===== config.mk =====
export PLATFORM = sky130hd
export DESIGN_NAME = regfile_wb_arbiter
export DESIGN_NICKNAME = d
export VERILOG_FILES = /design/src/rtl/regfile_pkg.sv /design/src/rtl/rr_arbiter.sv /design/src/rtl/regfile_wb_arbiter.sv
export SDC_FILE = /design/constraint.sdc
export NUM_CORES = 1
export LEC_CHECK = 0
export CORE_ASPECT_RATIO = 2
export CORE_MARGIN = 4
export CORE_UTILIZATION = 38
export DETAILED_ROUTE_END_ITERATION = 10
export PLACE_DENSITY = 0.77
export SYNTH_ARGS = -nofsm -noshare
export SYNTH_HDL_FRONTEND = slang
export SYNTH_HIERARCHICAL = 1
export SYNTH_SLANG_ARGS = --single-unit

===== constraint.sdc =====
create_clock -name clk -period 8.03 [get_ports clk]
set_input_delay 1.606 -clock clk [delete_from_list [all_inputs] [get_ports clk]]
set_output_delay 1.606 -clock clk [all_outputs]
set_load 0.01 [all_outputs]

===== src/rtl/regfile_pkg.sv =====
// Shared register-file constants and writeback requester indices.
package regfile_pkg;

  localparam int          REG_AW   = 5;
  localparam int          REG_DW   = 32;
  localparam logic [4:0]  REG_ZERO = 5'd0;

  localparam int WB_ALU    = 0;
  localparam int WB_LOAD   = 1;
  localparam int WB_MULDIV = 2;

endpackage


===== src/rtl/rr_arbiter.sv =====
// Combinational round-robin arbiter with an urgent (forced-priority) override.
// Urgent requests win lowest-index-first; otherwise scan from ptr upward with wrap.
module rr_arbiter #(
  parameter int N  = 3,
  parameter int PW = (N > 1) ? $clog2(N) : 1
) (
  input  logic [N-1:0]  req,
  input  logic [PW-1:0] ptr,
  input  logic [N-1:0]  urgent,
  output logic [N-1:0]  grant
);

  logic found;

  always_comb begin
    grant = '0;
    found = 1'b0;
    for (int i = 0; i < N; i++) begin
      if (!found && req[i] && urgent[i]) begin
        grant[i] = 1'b1;
        found    = 1'b1;
      end
    end
    // Two passes emulate a rotated priority: indices at/after ptr, then the wrap.
    for (int i = 0; i < N; i++) begin
      if (!found && req[i] && (i >= int'(ptr))) begin
        grant[i] = 1'b1;
        found    = 1'b1;
      end
    end
    for (int i = 0; i < N; i++) begin
      if (!found && req[i] && (i < int'(ptr))) begin
        grant[i] = 1'b1;
        found    = 1'b1;
      end
    end
  end

endmodule


===== src/rtl/regfile_wb_arbiter.sv =====
// Shares the register-file write port among NREQ writeback requesters.
// Optional decode bypass outputs are enabled with REGFILE_WB_FWD_EN.
module regfile_wb_arbiter
  import regfile_pkg::*;
#(
  parameter int NREQ     = 3,
  parameter int MAX_WAIT = 4,
  parameter int AW       = REG_AW,
  parameter int DW       = REG_DW
) (
  input  logic                 clk,
  input  logic                 rst_n,
  input  logic                 stall,
  input  logic [NREQ-1:0]      req_valid,
  input  logic [NREQ*AW-1:0]   req_addr,
  input  logic [NREQ*DW-1:0]   req_data,
  output logic [NREQ-1:0]      req_ready,
  output logic                 wen,
  output logic [AW-1:0]        waddr,
  output logic [DW-1:0]        wdata,
`ifdef REGFILE_WB_FWD_EN
  input  logic [AW-1:0]        fwd_raddr1,
  input  logic [AW-1:0]        fwd_raddr2,
  output logic                 fwd_hit1,
  output logic                 fwd_hit2,
  output logic [DW-1:0]        fwd_data,
`endif
  output logic [(1<<AW)-1:0]   pend_mask
);

  localparam int PW   = (NREQ > 1) ? $clog2(NREQ) : 1;
  localparam int CW   = 4;
  localparam int NREG = 1 << AW;

  logic [PW-1:0]   rr_ptr;
  logic [PW-1:0]   ptr_nxt;
  logic [CW-1:0]   wait_cnt [NREQ];
  logic [NREQ-1:0] urgent;
  logic [NREQ-1:0] req_eff;
  logic [NREQ-1:0] grant;
  logic            vld_p0;
  logic [AW-1:0]   addr_p0;
  logic [DW-1:0]   data_p0;
  logic            wr_p0;
  logic [NREG-1:0] onehot_p0;

  logic            wen_p1;
  logic [AW-1:0]   waddr_p1;
  logic [DW-1:0]   wdata_p1;
  logic [NREG-1:0] pend_p1;

  // Stage 0: arbitration and selection of the winning requester
  always_comb begin
    for (int i = 0; i < NREQ; i++) begin
      urgent[i] = req_valid[i] && (wait_cnt[i] == CW'(MAX_WAIT));
    end
  end

  assign req_eff = stall ? '0 : req_valid;

  rr_arbiter #(
    .N  (NREQ),
    .PW (PW)
  ) u_rr_arbiter (
    .req    (req_eff),
    .ptr    (rr_ptr),
    .urgent (urgent),
    .grant  (grant)
  );

  assign req_ready = grant;
  assign vld_p0    = |grant;

  always_comb begin
    addr_p0 = '0;
    data_p0 = '0;
    ptr_nxt = rr_ptr;
    for (int i = 0; i < NREQ; i++) begin
      if (grant[i]) begin
        addr_p0 = req_addr[i*AW +: AW];
        data_p0 = req_data[i*DW +: DW];
        ptr_nxt = (i == NREQ - 1) ? '0 : PW'(i + 1);
      end
    end
  end

  // A write to r0 is consumed but never reaches the register file.
  assign wr_p0     = vld_p0 && (addr_p0 != AW'(REG_ZERO));
  assign onehot_p0 = NREG'(1) << addr_p0;

  always_ff @(posedge clk or negedge rst_n) begin
    if (!rst_n) begin
      rr_ptr <= '0;
      for (int i = 0; i < NREQ; i++) begin
        wait_cnt[i] <= '0;
      end
    end else begin
      if (vld_p0) begin
        rr_ptr <= ptr_nxt;
      end
      for (int i = 0; i < NREQ; i++) begin
        if (!req_valid[i] || grant[i]) begin
          wait_cnt[i] <= '0;
        end else if (wait_cnt[i] != CW'(MAX_WAIT)) begin
          wait_cnt[i] <= wait_cnt[i] + CW'(1);
        end
      end
    end
  end

  // Stage 1: registered write port and pending mask
  always_ff @(posedge clk or negedge rst_n) begin
    if (!rst_n) begin
      wen_p1   <= 1'b0;
      waddr_p1 <= '0;
      wdata_p1 <= '0;
      pend_p1  <= '0;
    end else if (vld_p0) begin
      wen_p1   <= wr_p0;
      waddr_p1 <= addr_p0;
      wdata_p1 <= data_p0;
      pend_p1  <= wr_p0 ? onehot_p0 : '0;
    end else begin
      wen_p1  <= 1'b0;
      pend_p1 <= '0;
    end
  end

  assign wen       = wen_p1;
  assign waddr     = waddr_p1;
  assign wdata     = wdata_p1;
  assign pend_mask = pend_p1;

`ifdef REGFILE_WB_FWD_EN
  assign fwd_hit1 = wen_p1 && (waddr_p1 == fwd_raddr1) && (waddr_p1 != AW'(REG_ZERO));
  assign fwd_hit2 = wen_p1 && (waddr_p1 == fwd_raddr2) && (waddr_p1 != AW'(REG_ZERO));
  assign fwd_data = wdata_p1;
`endif

endmodule


==> out/results.ini <==
[min_path]
min_path_cells=1

[global_route]
antenna_found_initial=0
grt_usage_pct=20.0
grt_pass1_wl_um=18100

[timing]
maxSlewViolCount=0
fin_skew_ns=0.00865
setup_slack_ns=2.41
period_needed_ns=5.62
tns_ns=0
rsz0062_at_grt=no

[route]
via_count=3631
vias_per_cell=5.30
drt_pre_antenna_iters=4
drt_iter0_drc=104

[synthesis]
synth_area_mm2=0.00370
ys_cells=370
syn_avg_cell_area_um2=10.0

[power_and_ir_drop]
power.internal_mw=1.16
power.net_switching_mw=0.606
powerDensity_mw_per_mm2=295

[critical_path]
crit_fanout=35
required_ns=8.29
cp-end-kind=flip-flop
ff2ff_setup_slack_ns=3.57

[job]
maxCapViolCount=0
warnings=29

[die]
die_x_um=77.8
die_area_mm2=0.0115
die_h_um=148

[layout]
finalNonFillerCells=685
final_cell_area_mm2=0.00598
antenna_cells=0

[clock_network]
cts_tree=done
hold_buffers=0

[outcome]
status=complete, no violations

[placed_design]
port-buffer-count=189
hpwlAfterDp_um=8940

==> area by class of cell <==
cell class | instances | area, um^2
inverters | 16 | 60.1
flip-flops and latches | 84 | 2100
clock buffers | 9 | 225
multi-input cells | 248 | 1440
well taps | 130 | 163
clock inverters | 7 | 81.3
repair buffers | 191 | 1900
fillers | 761 | 3470
==> logic make-up after synthesis <==
logic type / after synthesis / share of synthesized area, %
XOR/XNOR: 4 / 0.947
AND/OR/NAND/NOR: 107 / 14.2
adder cells (fa/ha/maj): 6 / 2.03
other: 1 / 0.101
buffers and inverters: 38 / 4.26
AND-OR/OR-AND: 127 / 20.8
multiplexers: 3 / 0.811
flip-flops: 84 / 56.8
==> power by group through the flow <==
stage | clock (mW) | sequential [mW] | combinational (mW)
after floorplan | 0 | 0.664 | 0.308
after global placement | 0 | 0.618 | 0.710
after detailed placement | 0 | 0.620 | 0.730
after CTS | 0.433 | 0.618 | 0.731
after global routing | 0.447 | 0.633 | 0.779
final | 0.424 | 0.617 | 0.725
==> registers in the layout, summed over array words and instances (netlist names) <==
signal	flops
pend_mask	32
wdata	32
wait_cnt	12
waddr	5
rr_ptr	2
wen	1
==> layer usage <==
metal	global-route usage (%)	share of wire (%)	vias to the layer above
met4	7.75	2.5	0
met3	5.37	6.4	22
met5	0	0	-
li1	-	-	1704
met2	40.0	57	170
met1	18.2	34	1735
==> synthesized netlist by cell type <==
cell | number | share of area, %
nor3_2 | 3 | 0.81
mux2i_1 | 3 | 0.81
buf_6 | 1 | 0.30
nand4_1 | 1 | 0.17
a21o_1 | 2 | 0.41
or2_2 | 2 | 0.34
o21ai_1 | 1 | 0.14
ha_1 | 6 | 2.0
nor3_1 | 4 | 0.54
a22oi_2 | 1 | 0.34
nand2_1 | 12 | 1.2
a221o_1 | 1 | 0.27
a22o_1 | 1 | 0.24
clkinv_1 | 1 | 0.10
buf_2 | 6 | 0.81
xor2_1 | 1 | 0.24
inv_1 | 15 | 1.5
conb_1 | 1 | 0.10
or4_4 | 1 | 0.30
a211oi_1 | 2 | 0.41
o311ai_0 | 1 | 0.24
a21oi_1 | 41 | 5.5
o21a_1 | 1 | 0.20
nand3b_1 | 8 | 1.6
o21ai_0 | 6 | 0.81
nor2_1 | 47 | 4.8
nor2b_1 | 2 | 0.34
a22oi_1 | 2 | 0.41
clkbuf_1 | 15 | 1.5
nand3_1 | 15 | 2.0
a2bb2oi_1 | 2 | 0.47
a22o_2 | 2 | 0.54
o22ai_1 | 64 | 11
dfrtp_1 | 84 | 57
nand2b_1 | 8 | 1.4
nor3b_1 | 2 | 0.41
xnor2_1 | 3 | 0.71
nor4_1 | 1 | 0.17
or3_1 | 1 | 0.17
==> critical path, stage by stage <==
cell             delay, ns
clkdlybuf4s50_1       0.48
inv_1                 0.06
nor2_1                0.21
inv_1                 0.12
a211oi_1              0.30
a221o_1               0.48
clkinv_1              0.91
nand2_1               1.24
o22ai_1               0.24
a21oi_1               0.20
Supply network:
Drawn at 3 px/um. Pins as bars on the die edge.
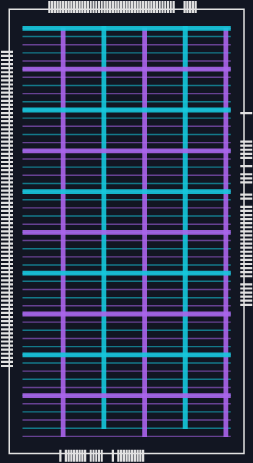
legend:
  cyan:
    net: VDD
  purple:
    net: VSS
met1 rails: 51
signal pins: 190
rows: 50
met5 straps: 10
met4 straps: 5

Clock wires, drivers and flops:
Drawn at 2 px/um.
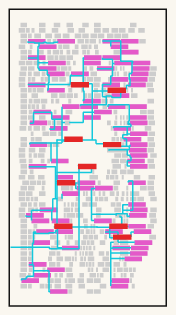
legend:
  cyan:
    item: clock wires
    length: 987 um
  red:
    item: cells driving clock nets
    count: 9
  magenta:
    item: flip-flops
    count: 84
routed clock nets: 10
flops lie: widely spread

No activity file was given, so power comes from the tool's default toggle rates.
